==> config.mk <==
export PLATFORM = sky130hd
export DESIGN_NAME = pwm_capture
export DESIGN_NICKNAME = d
export VERILOG_FILES = /design/src/rtl/pwm_capture.sv
export SDC_FILE = /design/constraint.sdc
export NUM_CORES = 1
export LEC_CHECK = 0
export ABC_AREA = 1
export CAP_MARGIN = 20
export CORE_MARGIN = 5
export CORE_UTILIZATION = 60
export DETAILED_ROUTE_END_ITERATION = 8
export PLACE_DENSITY = 0.89
export SETUP_SLACK_MARGIN = 0.3
export SLEW_MARGIN = 5
export SYNTH_ARGS = -nofsm -noshare
export SYNTH_HDL_FRONTEND = slang
export SYNTH_SLANG_ARGS = --single-unit
==> constraint.sdc <==
create_clock -name clk -period 3.8 [get_ports clk]
set_input_delay 0.76 -clock clk [delete_from_list [all_inputs] [get_ports clk]]
set_output_delay 0.76 -clock clk [all_outputs]
set_load 0.05 [all_outputs]
==> src/rtl/pwm_capture.sv <==
// PWM capture: recovers period, high time and an R-bit duty word via a restoring divider.
// Latency: valid R+2 cycles after a rise (2 more for input sync); no backpressure, rises while busy set overrun.
module pwm_capture #(
  parameter int R       = 8,
  parameter int CW      = 32,
  parameter int TIMEOUT = 1048576
) (
  input  logic          clk,
  input  logic          rst,
  input  logic          pwm_in,
  output logic [CW-1:0] period,
  output logic [CW-1:0] high_time,
  output logic [R:0]    duty,
  output logic          valid,
  output logic          stuck_hi,
  output logic          stuck_lo,
  output logic          overrun
);

  localparam int SW = $clog2(R + 1);

  typedef enum logic [1:0] {IDLE, MEASURE, DIVIDE} state_t;

  state_t        state_q, state_d;
  logic          sync1_q, sync1_d, sync2_q, sync2_d, dly_q, dly_d;
  logic [CW-1:0] cnt_p_q, cnt_p_d, cnt_h_q, cnt_h_d;
  logic          hold_q, hold_d;
  logic [CW-1:0] den_q, den_d, hlat_q, hlat_d, rem_q, rem_d;
  logic [R-1:0]  quo_q, quo_d;
  logic          nbit_q, nbit_d;
  logic [SW-1:0] step_q, step_d;
  logic [CW-1:0] period_q, period_d, high_q, high_d;
  logic [R:0]    duty_q, duty_d;
  logic          valid_q, valid_d, stuck_hi_q, stuck_hi_d, stuck_lo_q, stuck_lo_d;
  logic          overrun_q, overrun_d;

  logic          level, rise, timeout, ge;
  logic [CW:0]   trial, diff;

  assign level = sync2_q;
  assign rise  = sync2_q & ~dly_q;
  // Rise beats timeout; once timed out, counters are parked at 0 until the next rise.
  assign timeout = (state_q != DIVIDE) && !hold_q && !rise && (cnt_p_q >= CW'(TIMEOUT));
  assign trial = {rem_q, nbit_q};
  assign diff  = trial - {1'b0, den_q};
  assign ge    = (trial >= {1'b0, den_q});

  always_comb begin
    state_d    = state_q;
    sync1_d    = pwm_in;
    sync2_d    = sync1_q;
    dly_d      = sync2_q;
    cnt_p_d    = cnt_p_q;
    cnt_h_d    = cnt_h_q;
    hold_d     = hold_q;
    den_d      = den_q;
    hlat_d     = hlat_q;
    rem_d      = rem_q;
    quo_d      = quo_q;
    nbit_d     = nbit_q;
    step_d     = step_q;
    period_d   = period_q;
    high_d     = high_q;
    duty_d     = duty_q;
    valid_d    = 1'b0;
    stuck_hi_d = stuck_hi_q;
    stuck_lo_d = stuck_lo_q;
    overrun_d  = overrun_q;

    if (rise) begin
      cnt_p_d = CW'(1);
      cnt_h_d = CW'(1);
      hold_d  = 1'b0;
    end else if (timeout || hold_q) begin
      cnt_p_d = '0;
      cnt_h_d = '0;
    end else begin
      cnt_p_d = cnt_p_q + CW'(1);
      cnt_h_d = cnt_h_q + CW'(level);
    end

    if (timeout) begin
      hold_d     = 1'b1;
      valid_d    = 1'b1;
      period_d   = '0;
      high_d     = '0;
      stuck_hi_d = level;
      stuck_lo_d = ~level;
      duty_d     = level ? {1'b1, {R{1'b0}}} : '0;
      state_d    = IDLE;
    end

    case (state_q)
      IDLE: begin
        if (rise) state_d = MEASURE;
      end
      MEASURE: begin
        if (rise) begin
          // high < period, so (high>>1) is already a valid partial remainder.
          den_d   = cnt_p_q;
          hlat_d  = cnt_h_q;
          rem_d   = cnt_h_q >> 1;
          nbit_d  = cnt_h_q[0];
          quo_d   = '0;
          step_d  = '0;
          state_d = DIVIDE;
        end
      end
      DIVIDE: begin
        rem_d  = ge ? diff[CW-1:0] : trial[CW-1:0];
        quo_d  = {quo_q[R-2:0], ge};
        nbit_d = 1'b0;
        step_d = step_q + SW'(1);
        if (rise) overrun_d = 1'b1;
        if (step_q == SW'(R)) begin
          period_d   = den_q;
          high_d     = hlat_q;
          duty_d     = {quo_q, ge};
          valid_d    = 1'b1;
          stuck_hi_d = 1'b0;
          stuck_lo_d = 1'b0;
          state_d    = MEASURE;
        end
      end
      default: state_d = IDLE;
    endcase
  end

  always_ff @(posedge clk or negedge rst) begin
    if (!rst) begin
      state_q    <= IDLE;
      sync1_q    <= 1'b0;
      sync2_q    <= 1'b0;
      dly_q      <= 1'b0;
      cnt_p_q    <= '0;
      cnt_h_q    <= '0;
      hold_q     <= 1'b0;
      den_q      <= '0;
      hlat_q     <= '0;
      rem_q      <= '0;
      quo_q      <= '0;
      nbit_q     <= 1'b0;
      step_q     <= '0;
      period_q   <= '0;
      high_q     <= '0;
      duty_q     <= '0;
      valid_q    <= 1'b0;
      stuck_hi_q <= 1'b0;
      stuck_lo_q <= 1'b0;
      overrun_q  <= 1'b0;
    end else begin
      state_q    <= state_d;
      sync1_q    <= sync1_d;
      sync2_q    <= sync2_d;
      dly_q      <= dly_d;
      cnt_p_q    <= cnt_p_d;
      cnt_h_q    <= cnt_h_d;
      hold_q     <= hold_d;
      den_q      <= den_d;
      hlat_q     <= hlat_d;
      rem_q      <= rem_d;
      quo_q      <= quo_d;
      nbit_q     <= nbit_d;
      step_q     <= step_d;
      period_q   <= period_d;
      high_q     <= high_d;
      duty_q     <= duty_d;
      valid_q    <= valid_d;
      stuck_hi_q <= stuck_hi_d;
      stuck_lo_q <= stuck_lo_d;
      overrun_q  <= overrun_d;
    end
  end

  assign period    = period_q;
  assign high_time = high_q;
  assign duty      = duty_q;
  assign valid     = valid_q;
  assign stuck_hi  = stuck_hi_q;
  assign stuck_lo  = stuck_lo_q;
  assign overrun   = overrun_q;

endmodule
==> impl_report.txt <==
PHYSICAL IMPLEMENTATION REPORT
----------------------------------------------------
[Min path]
  Class of the most critical hold timing path ........................ in -> async

[Route]
  Post-detailed-routing wire length ........................ 43.05 mm
  Via-to-Cell Ratio ........................ 5.737
  Drc violations ........................ 0
  Remaining antenna violation count ........................ 0
  Routed length on met1 ........................ roughly 18 mm
  Detailed-route via count ........................ 13109
  Met2 routed wirelength ........................ 19.63 mm
  Routed wl met3 ........................ 3.610 mm
  Wire length per cell after detailed routing ........................ between 15 and 20 um
  First drt pass iteration count ........................ 6
  Highest metal layer with signal wires ........................ met5

[Cells and area]
  Number of sequential cells in the layout ........................ 256
  Final Instance Area ........................ 16080 um2
  Area of the multi-input gates ........................ between 6000 and 7000 um2
  Non-clock inverter instance count of the final layout ........................ 281
  Antenna diode count ........................ 0
  Post-Layout Cell Count ........................ ~2300
  Dominant kind of cell by area ........................ sequential cells
  Count of plain and timing-repair buffers in the layout ........................ between 90 and 100
  MI comb cells ........................ 1289
  Most common logic cells in the final layout ........................ sky130_fd_sc_hd__nand2_1 (543), sky130_fd_sc_hd__inv_1 (271), sky130_fd_sc_hd__dfrtp_1 (256), sky130_fd_sc_hd__nand3_1 (163), sky130_fd_sc_hd__o21ai_0 (147)
  Layout cell share with drive strength beyond 1 ........................ 0.06104

[Yosys]
  Mean Syn Cell Area ........................ around 7.5 um2
  Most frequently used flop master after synthesis ........................ sky130_fd_sc_hd__dfrtp_1
  Mux area share ........................ 0
  Cell count in the Yosys report ........................ 1888
  Library cell with the largest summed area after synthesis ........................ sky130_fd_sc_hd__dfrtp_1
  Xor+xnor area frac ........................ 0.02360
  Part of the Yosys area used for sequential elements ........................ 0.4543
  Fraction of the mapped netlist area in simple logic gates ........................ 0.3125
  Ranking of synthesized cells by instance count ........................ sky130_fd_sc_hd__nand2_1 (545), sky130_fd_sc_hd__inv_1 (273), sky130_fd_sc_hd__dfrtp_1 (256)
  Distinct lib cells ........................ around 42
  Number of synthesized flops with an enable pin ........................ 0
  Number of synthesized register bits ........................ 256
  Synthesis warning total ........................ 0
  Number of nets in the synthesized netlist ........................ ~1900
  Asr flop ratio synth ........................ 1.000
  Cell count after synthesis ........................ about 1900
  Aoi share ........................ 0.07773

[Floorplan]
  Horizontal die dimension ........................ approximately 160 um
  Overall die height ........................ 163.3 um
  IO Pins ........................ roughly 80
  Cell row count ........................ 56
  Core region area ........................ between 20000 and 25000 um2
  Total die size ........................ 26670 um2
  Floorplan utilization ........................ 0.6044

[Pwr]
  Clock network power ........................ 2.74 mW
  Main power group ........................ combinational logic
  Static power due to leakage ........................ between 7 and 8 nW
  Power spent charging and discharging nets ........................ 4.649 mW
  P_comb ........................ 4.77 mW
  Power attributed to sequential cells ........................ 3.32 mW

[Worst setup path]
  Number of cells on the critical path ........................ 8
  Reg2reg end ........................ high_time[7]$_DFF_PN0_
  Critical Path End Type ........................ register
  Cell count of the worst reg-to-reg path ........................ 8
  Maximum cell stage delay along the critical path ........................ between 0.6 and 0.7 ns
  Maximum fanout along the worst path ........................ 106
  CP endpoint ........................ high_time[7]$_DFF_PN0_

[Clock tree]
  Later-pin clock latency in the skew report ........................ 0.54 ns
  Number of CTS-inserted buffers ........................ 27
  Setup fix buffers added after clock tree synthesis ........................ 0
  Total of cells resized after clock tree synthesis ........................ 0
  CTS Hold Bufs ........................ 0
  Deepest clock path buffer count ........................ 3
  Number of sinks driven by the clock tree ........................ 256
  H-tree depth ........................ 1

[Placed design]
  PortBufs ........................ 79
  Pre-CTS worst setup slack ........................ 1.128 ns
  # placed instances ........................ 2241
  Placed cell areas ........................ approximately 15000 um2
  Detail Placement HPWL ........................ 32.09 mm

[STA]
  Hold Slack ........................ 0.2631 ns
  Total count of max-transition violations in the final report ........................ 0
  Max-slew headroom at the worst pin ........................ 0.4446
  Setup repair after global routing missed its margin ........................ no
  Number of setup violations in the final report ........................ 0
  Highest Clock Rate ........................ 356.6 MHz
  Post-layout min period ........................ 2.804 ns
  Final total negative setup slack ........................ 0 ns

[Run]
  Count of warning messages emitted by the tools ........................ 33
  Max-Cap Viols ........................ 0

[Global route]
  Antenna violations before repair ........................ 2
  Global-route wire length before repair ........................ 68.11 mm
  Total overflow reported by the global router ........................ 0
  Met1 demand-to-capacity share in global routing ........................ 0.4484
  Number of global-route vias before repair ........................ 12716

[Run status]
  Outcome ........................ completed

----------------------------------------------------
detail.png
Region (110, 110) to (135, 135) um. Cells in grey, sequential cells in the stronger grey; small squares are vias.
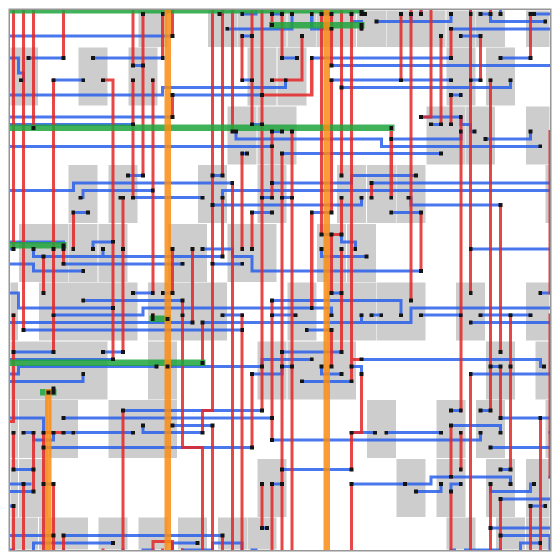
- metal 2: red
- metal 3: green
- metal 1: blue
- metal 4: orange
- sequential cells in the window: 0
- most frequent: nand2_1 (32), inv_1 (19), nand3_1 (6)
- cells with their middle in the window: 71

clk_routes.png
Scale: 1.5 px per um.
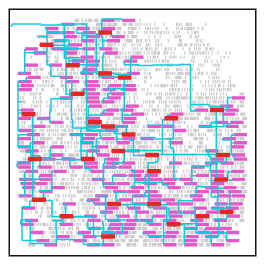
- clock wires: cyan (length 3040 um)
- flip-flops: magenta (count 256)
- clock drivers: red (count 27)
- flops lie: spread over the die
- routed clock nets: 28

Power is estimated from default activity; no workload was simulated.
